### M2 wires

Scale: 3 px per um.
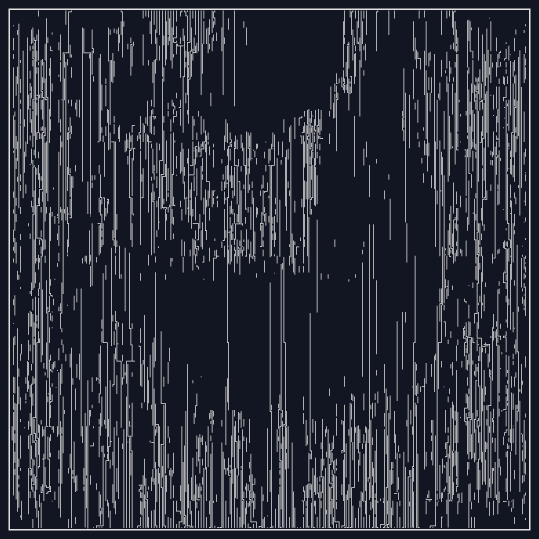
### Nets reached from selected ports

Scale: 1.5 px per um.
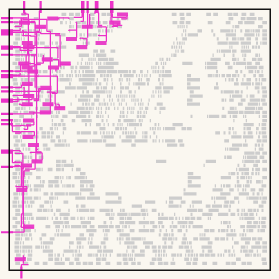
### Pin placement

Scale: 3 px per um. Pins as bars across the die edge, other pins in grey.
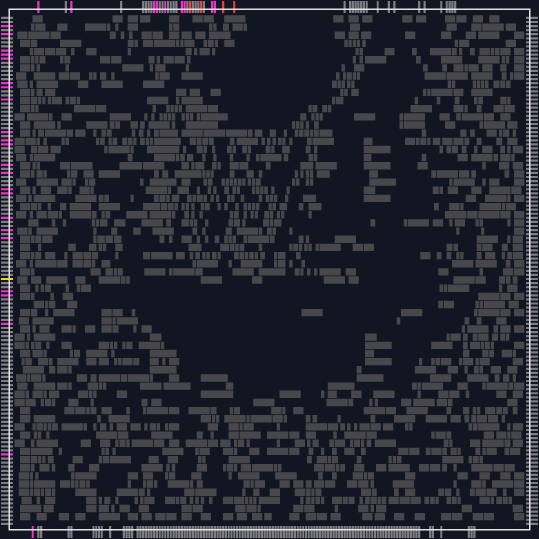
**src/rtl/mem_bus_arbiter.sv**
```systemverilog
// -----------------------------------------------------------------------------
// mem_bus_arbiter
//
// Sits between two bus masters (m0 = instruction fetch, m1 = load/store) and
// four targets (IMEM, DMEM, IO, SDRAM).
//
// The block handles one transaction at a time:
//   - Round-robin arbitration when both masters request in the same cycle.
//   - The target is decoded from addr[31:28].
//   - The request is issued to that target with a valid/ready handshake.
//   - The block then waits for the target's response strobe.
//   - It returns a single-cycle response (rdata / err) to the granted master.
//
// An unmapped address, or a target that does not respond within
// TIMEOUT_CYCLES, produces an error response so that a master can never
// stall forever.
//
// Ports
//   clk, rst                     clock, synchronous active-high reset
//   mN_req_valid / mN_req_ready  request handshake (ready is combinational,
//                                IDLE only)
//   mN_addr/we/wdata/be          request fields
//   mN_rsp_valid/rdata/err       registered one-cycle response
//   s_valid[3:0]                 one-hot target request (IMEM, DMEM, IO, SDRAM)
//   s_ready[3:0]                 per-target request accept
//   s_addr/wdata/we/be           shared registered request fields
//   s_rsp_valid[3:0]             per-target response strobe
//   s_rdata[4*XLEN-1:0]          per-target read data, target k at [k*XLEN +: XLEN]
// -----------------------------------------------------------------------------
module mem_bus_arbiter #(
    parameter int XLEN           = 32,
    parameter int TIMEOUT_CYCLES = 255
) (
    input  logic              clk,
    input  logic              rst,

    input  logic              m0_req_valid,
    output logic              m0_req_ready,
    input  logic [XLEN-1:0]   m0_addr,
    input  logic              m0_we,
    input  logic [XLEN-1:0]   m0_wdata,
    input  logic [3:0]        m0_be,
    output logic              m0_rsp_valid,
    output logic [XLEN-1:0]   m0_rdata,
    output logic              m0_err,

    input  logic              m1_req_valid,
    output logic              m1_req_ready,
    input  logic [XLEN-1:0]   m1_addr,
    input  logic              m1_we,
    input  logic [XLEN-1:0]   m1_wdata,
    input  logic [3:0]        m1_be,
    output logic              m1_rsp_valid,
    output logic [XLEN-1:0]   m1_rdata,
    output logic              m1_err,

    output logic [3:0]        s_valid,
    input  logic [3:0]        s_ready,
    output logic [XLEN-1:0]   s_addr,
    output logic [XLEN-1:0]   s_wdata,
    output logic              s_we,
    output logic [3:0]        s_be,
    input  logic [3:0]        s_rsp_valid,
    input  logic [4*XLEN-1:0] s_rdata
);

    typedef enum logic [1:0] {
        ST_IDLE  = 2'd0,
        ST_ISSUE = 2'd1,
        ST_WAIT  = 2'd2,
        ST_RESP  = 2'd3
    } state_t;

    localparam logic [15:0] TIMEOUT_LIM = 16'(TIMEOUT_CYCLES);

    // ------------------------------------------------------------------
    // State
    // ------------------------------------------------------------------
    state_t                 state_reg;
    logic                   last_grant_reg;   // 0 = m0 granted last, 1 = m1
    logic                   grant_reg;        // master owning the transaction
    logic [1:0]             target_reg;       // decoded target index
    logic                   we_reg;
    logic [15:0]            timeout_cnt_reg;

    logic [3:0]             s_valid_reg;
    logic [XLEN-1:0]        s_addr_reg;
    logic [XLEN-1:0]        s_wdata_reg;
    logic                   s_we_reg;
    logic [3:0]             s_be_reg;

    // Per-master response registers, indexed by master number
    logic [1:0]             rsp_valid_reg;
    logic [1:0]             rsp_err_reg;
    logic [1:0][XLEN-1:0]   rsp_rdata_reg;

    // ------------------------------------------------------------------
    // Target read data unpacked into one word per target
    // ------------------------------------------------------------------
    logic [XLEN-1:0] s_rdata_arr [4];

    generate
        for (genvar gi = 0; gi < 4; gi++) begin : g_rdata_slice
            assign s_rdata_arr[gi] = s_rdata[gi*XLEN +: XLEN];
        end
    endgenerate

    // ------------------------------------------------------------------
    // Arbitration
    // ------------------------------------------------------------------
    logic [1:0] req_valid_vec;
    logic [1:0] req_ready_vec;
    logic       grant_sel;
    logic       accept;

    assign req_valid_vec = {m1_req_valid, m0_req_valid};

    // On a tie, the master that was not granted last wins.
    always_comb begin
        grant_sel = 1'b0;
        if (m0_req_valid && m1_req_valid) begin
            grant_sel = ~last_grant_reg;
        end else if (m1_req_valid) begin
            grant_sel = 1'b1;
        end
    end

    // Accept only in IDLE, and never while reset is asserted, so that every
    // output reads 0 during reset.
    assign accept = (state_reg == ST_IDLE) && !rst && (|req_valid_vec);

    generate
        for (genvar gi = 0; gi < 2; gi++) begin : g_ready
            assign req_ready_vec[gi] = accept && (grant_sel == gi[0]);
        end
    endgenerate

    assign m0_req_ready = req_ready_vec[0];
    assign m1_req_ready = req_ready_vec[1];

    // Request fields of the master being granted this cycle
    logic [XLEN-1:0] sel_addr;
    logic [XLEN-1:0] sel_wdata;
    logic            sel_we;
    logic [3:0]      sel_be;

    always_comb begin
        sel_addr  = m0_addr;
        sel_wdata = m0_wdata;
        sel_we    = m0_we;
        sel_be    = m0_be;
        if (grant_sel) begin
            sel_addr  = m1_addr;
            sel_wdata = m1_wdata;
            sel_we    = m1_we;
            sel_be    = m1_be;
        end
    end

    // ------------------------------------------------------------------
    // Address decode on the top nibble
    // ------------------------------------------------------------------
    logic       sel_hit;
    logic [1:0] sel_target;

    always_comb begin
        sel_hit    = 1'b1;
        sel_target = 2'd0;
        case (sel_addr[XLEN-1:XLEN-4])
            4'h0:    sel_target = 2'd0;   // IMEM
            4'h2:    sel_target = 2'd1;   // DMEM
            4'h4:    sel_target = 2'd2;   // IO
            4'h6:    sel_target = 2'd3;   // SDRAM
            default: sel_hit    = 1'b0;   // unmapped
        endcase
    end

    // ------------------------------------------------------------------
    // Strobes from the selected target only; other targets are ignored
    // ------------------------------------------------------------------
    logic            tgt_ready;
    logic            tgt_rsp;
    logic [XLEN-1:0] tgt_rdata;
    logic            timeout_hit;

    assign tgt_ready   = s_ready[target_reg];
    assign tgt_rsp     = s_rsp_valid[target_reg];
    assign tgt_rdata   = s_rdata_arr[target_reg];
    assign timeout_hit = (timeout_cnt_reg == TIMEOUT_LIM);

    // ------------------------------------------------------------------
    // Sequencer
    // ------------------------------------------------------------------
    always_ff @(posedge clk) begin
        if (rst) begin
            state_reg       <= ST_IDLE;
            last_grant_reg  <= 1'b0;
            grant_reg       <= 1'b0;
            target_reg      <= 2'd0;
            we_reg          <= 1'b0;
            timeout_cnt_reg <= '0;
            s_valid_reg     <= '0;
            s_addr_reg      <= '0;
            s_wdata_reg     <= '0;
            s_we_reg        <= 1'b0;
            s_be_reg        <= '0;
            rsp_valid_reg   <= '0;
            rsp_err_reg     <= '0;
            rsp_rdata_reg   <= '0;
        end else begin
            // Responses are single-cycle strobes; clear them unless a branch
            // below raises one for the coming cycle.
            rsp_valid_reg <= '0;
            rsp_err_reg   <= '0;
            rsp_rdata_reg <= '0;

            case (state_reg)
                ST_IDLE: begin
                    if (accept) begin
                        last_grant_reg <= grant_sel;
                        grant_reg      <= grant_sel;
                        target_reg     <= sel_target;
                        we_reg         <= sel_we;
                        s_addr_reg     <= sel_addr;
                        s_wdata_reg    <= sel_wdata;
                        s_we_reg       <= sel_we;
                        s_be_reg       <= sel_be;
                        if (!sel_hit) begin
                            // Unmapped: answer with an error and never touch a target
                            rsp_valid_reg[grant_sel] <= 1'b1;
                            rsp_err_reg[grant_sel]   <= 1'b1;
                            state_reg                <= ST_RESP;
                        end else begin
                            s_valid_reg     <= 4'b0001 << sel_target;
                            timeout_cnt_reg <= '0;
                            state_reg       <= ST_ISSUE;
                        end
                    end
                end

                ST_ISSUE: begin
                    if (tgt_ready && tgt_rsp) begin
                        // Zero-wait target: accepted and answered together
                        s_valid_reg               <= '0;
                        rsp_valid_reg[grant_reg]  <= 1'b1;
                        rsp_rdata_reg[grant_reg]  <= we_reg ? '0 : tgt_rdata;
                        state_reg                 <= ST_RESP;
                    end else if (timeout_hit) begin
                        s_valid_reg               <= '0;
                        rsp_valid_reg[grant_reg]  <= 1'b1;
                        rsp_err_reg[grant_reg]    <= 1'b1;
                        state_reg                 <= ST_RESP;
                    end else if (tgt_ready) begin
                        s_valid_reg     <= '0;
                        timeout_cnt_reg <= timeout_cnt_reg + 16'd1;
                        state_reg       <= ST_WAIT;
                    end else begin
                        timeout_cnt_reg <= timeout_cnt_reg + 16'd1;
                    end
                end

                ST_WAIT: begin
                    // A response arriving on the timeout cycle still wins
                    if (tgt_rsp) begin
                        rsp_valid_reg[grant_reg]  <= 1'b1;
                        rsp_rdata_reg[grant_reg]  <= we_reg ? '0 : tgt_rdata;
                        state_reg                 <= ST_RESP;
                    end else if (timeout_hit) begin
                        rsp_valid_reg[grant_reg]  <= 1'b1;
                        rsp_err_reg[grant_reg]    <= 1'b1;
                        state_reg                 <= ST_RESP;
                    end else begin
                        timeout_cnt_reg <= timeout_cnt_reg + 16'd1;
                    end
                end

                ST_RESP: begin
                    // The strobe raised on entry is cleared by the defaults above
                    state_reg <= ST_IDLE;
                end

                default: begin
                    state_reg <= ST_IDLE;
                end
            endcase
        end
    end

    // ------------------------------------------------------------------
    // Outputs
    // ------------------------------------------------------------------
    assign s_valid      = s_valid_reg;
    assign s_addr       = s_addr_reg;
    assign s_wdata      = s_wdata_reg;
    assign s_we         = s_we_reg;
    assign s_be         = s_be_reg;

    assign m0_rsp_valid = rsp_valid_reg[0];
    assign m0_err       = rsp_err_reg[0];
    assign m0_rdata     = rsp_rdata_reg[0];
    assign m1_rsp_valid = rsp_valid_reg[1];
    assign m1_err       = rsp_err_reg[1];
    assign m1_rdata     = rsp_rdata_reg[1];

endmodule

```
**config.mk**
```make
export PLATFORM = sky130hd
export DESIGN_NAME = mem_bus_arbiter
export DESIGN_NICKNAME = d
export VERILOG_FILES = /design/src/rtl/mem_bus_arbiter.sv
export SDC_FILE = /design/constraint.sdc
export NUM_CORES = 1
export LEC_CHECK = 0
export ABC_AREA = 1
export CAP_MARGIN = 10
export CORE_MARGIN = 1
export CORE_UTILIZATION = 25
export DETAILED_ROUTE_END_ITERATION = 10
export PLACE_DENSITY_LB_ADDON = 0.25
export SLEW_MARGIN = 10
export SYNTH_ARGS = -nofsm -noshare
export SYNTH_HDL_FRONTEND = slang
export SYNTH_SLANG_ARGS = --single-unit
export TNS_END_PERCENT = 30
```
**constraint.sdc**
```tcl
create_clock -name clk -period 2.6 [get_ports clk]
set_input_delay 0.52 -clock clk [delete_from_list [all_inputs] [get_ports clk]]
set_output_delay 0.52 -clock clk [all_outputs]
set_load 0.05 [all_outputs]
```
==> flow_summary_export.csv <==
group,metric,value,unit
yosys,yosysChipArea,7310,um2
power_and_ir_drop,power_per_cell_area,750,nW/um2
power_and_ir_drop,p_total,9.45,mW
die,top_level_ports,421,
yosys,gate_count_after_technology_mapping,1061,
routing,vias,8686,
place,routabilityCongestion,0.862,
place,placement.io_buffers,420,
yosys,mappedNetlistNets,1345,
final_timing,timing.final.crit_period,2.37,ns
yosys,ys_cells,1061,
critical_path,critical-path-max-stage-delay,0.36,ns
routing,remaining_design_rule_violation_count,0,
clocking,ctsResizeCount,0,
final_timing,slew_headroom,0.596,
final_timing,hold_viol_final,0,
critical_path,timing.critical_path.to_type,"output pin",
die,dieHeight,173,um
critical_path,rrSetupSlack,0.47,ns
worst_hold_path,hold_class,"reg2reg",
power_and_ir_drop,power.leakage,4.56,nW
layout,final_stage_net_count,1745,
yosys,post-synth-top-area-fraction,0.444,
final_timing,final.period_utilization,0.910,
die,row_count,62,
final_timing,final-setup-viol-count,0,
place,placement.cell_area,12000,um2
critical_path,critPathKind,"reg2out",
routing,drtPass1Iterations,7,
die,chipArea,29900,um2
global_routing,grt_first_pass_wirelength,47900,um
yosys,netlist-cell-type-count,33,
global_routing,vias_in_the_first_global_route,8604,
power_and_ir_drop,intPower,5.67,mW
layout,syn_to_final_growth,72.6,%
clocking,cts_tree,"built",
final_timing,grt_setup_unrepaired,"false",
final_timing,fin_hold_ws,0.487,ns
final_timing,final-max-slew-violation-count,0,
final_timing,max_freq,423,MHz
power_and_ir_drop,power.share.combinational,0.401,
critical_path,crit_buf_inv,3,
layout,finalInstanceArea,12600,um2
yosys,yosys_warning_tally,0,
yosys,synth.largest_area_cell,"dfxtp_1",
critical_path,required,2.08,ns
critical_path,setup.worst_path.start_class,"flop",
die,core-area,28700,um2
outcome,run_status,"finished, final reports clean",
yosys,synth.top_cells.by_area,"dfxtp_1 44%, nand2_1 16%, nor2_1 9.2%",
clocking,ctsHtreeMaxLevel,4,
routing,detailed_route_wire_length,31000,um
final_timing,tightestPinTransition,0.604,ns
clocking,clkTransAtPathRegs,0.07,ns
run,warnings,30,
die,die_width,173,um
layout,post_route_cells_drive_above_1_share,0.0536,
yosys,post_synth.cell_area_avg,6.89,um2
power_and_ir_drop,irDropWorstVdd,0.426,mV
global_routing,grt_overflow,0,
die,floorplan.core_util,0.255,
clocking,clock_tree.root_cell,"clkbuf_16",
clocking,tritoncts.num_buffers,17,
critical_path,crit_arrival,1.85,ns
place,dpl.hpwl,23000,um
routing,vias_per_cell,4.68,
routing,avgRoutedWirePerCell,16.7,um
critical_path,worstPathMaxFanout,5,
critical_path,cp_cell_sequence,"inv_1 -> ha_1 -> o21ai_2 -> nor2_8 -> inv_4 -> nor2_4 -> buf_12",
final_timing,clock_skew,0.0135,ns
routing,antenna_violating_nets_post_route,0,
power_and_ir_drop,power.share.switching,0.401,
layout,final_cell_mix,"417 x clkdlybuf4s50_1, 307 x nand2_1, 180 x nor2_1",
routing,violation_count_after_the_first_detailed_route_iteration,414,
clocking,cts_max_path_buffers,2,
yosys,syn_area,7310,um2
run,max-cap-violations,0,
clocking,cts.sink_count,162,
global_routing,antenna_found_initial,0,
final_timing,setup_tns,0,ns
power_and_ir_drop,seqPwrFrac,0.310,
layout,antenna_cells_inserted,0,
global_routing,track_usage,0.204,
global_routing,largest_net_degree_at_the_start_of_global_routing,67,
clocking,postCtsHoldBufs,0,
yosys,synth_flop_count,162,
## Picture notes: 'M2 wires'
1365 nets have wire on it. The layer holds 49% of the routed length. The wires run mostly vertical. The longest straight run is 84.7 um. The layer carries 15100 um of wire.

## Picture notes: 'Nets reached from selected ports'
Magenta stands for `s_addr`, direction output, edge 22 left, 9 top, 1 bottom, end cells 32, wire 1300 um.

## Picture notes: 'Pin placement'
Magenta stands for `s_addr`, pins 32, direction output, edge 22 left, 9 top, 1 bottom. Yellow stands for `m1_we`, pins 1, direction input, edge left. Red stands for `s_valid`, pins 4, direction output, edge top.

==> layout make-up <==
cell class	instances	area [um2]
tap	384	480
inverter	43	164
clock buffer	17	425
sequential	162	3240
multi-input combinational	790	3620
clock inverter	14	191
fill	2860	16100
timing repair buffer	447	4490
==> worst register-to-register path, delay by kind of cell (launching register included) <==
family	cells	cell delay, ns
and+or+nand+nor	10	1.27
DFF	1	0.40
adders and majority gates	1	0.25
buffers and inverters	1	0.09
==> cell usage after synthesis <==
cell and n:
buf_6 1, o21bai_1 1, nor3b_1 1, clkinv_1 1, nand2_2 3, o21ai_4 1
o21ai_2 2, inv_1 38, o22ai_1 32, buf_1 3, nand4_1 10, a21oi_1 27
buf_4 5, nand3_4 1, buf_2 10, inv_4 1, nor2_8 1, clkbuf_1 47
dfxtp_1 162, a211oi_1 1, nor2_2 3, nor3_1 3, nand3_1 60, a31oi_1 64
inv_2 3, nand2_1 307, nor2_1 180, xor2_1 4, o21ai_0 78, nand3b_1 3
xnor2_1 1, nand3_2 1, ha_1 6
==> logic make-up (layout without fill, tap and decap cells) <==
group                      Yosys count  count (layout)  share of synthesized area
and+or+nand+nor                    573             573                      0.318
buffers and inverters              109             521                     0.0616
AOI/OAI and AO/OA                  206             206                      0.161
DFF                                162             162                      0.444
adders and majority gates            6               6                     0.0103
xor gates and xnor gates             5               5                    0.00599
==> stage by stage <==
stage                      util  setup slack (ns)  instances
after floorplan               -             0.544       1061
after global placement    0.418             0.248       1826
after detailed placement  0.418             0.170       1826
after CTS                 0.439             0.206       1857
after global routing      0.439             0.132       1857
final                     0.439             0.234       1857
==> metal layers <==
layer | track usage | up-vias | share of wire
met2 | 0.354 | 364 | 0.49
met1 | 0.240 | 3980 | 0.41
li1 | - | 4302 | -
met4 | 0.0782 | 0 | 0.025
met3 | 0.0530 | 40 | 0.079
met5 | 0 | - | 0
==> power groups by stage <==
stage	Clock [mW]	Sequential (mW)	Combinational (mW)
5_1_grt	2.92	2.97	4.08
2_1_floorplan	0	3.78	1.41
4_1_cts	2.81	2.93	3.83
3_3_place_gp	0	2.98	3.80
6_report	2.73	2.93	3.79
3_5_place_dp	0	2.98	3.81
==> path summary, 6_finish.rpt <==
check / from / end / cells after the start
max: state_reg[1] / m1_req_ready / 7
min: s_valid[0] / s_valid[0] / 2
max reg2reg: timeout_cnt_reg[0] / s_valid[2] / 12
min reg2reg: s_valid[0] / s_valid[0] / 2
Power and IR drop assume default switching activity.
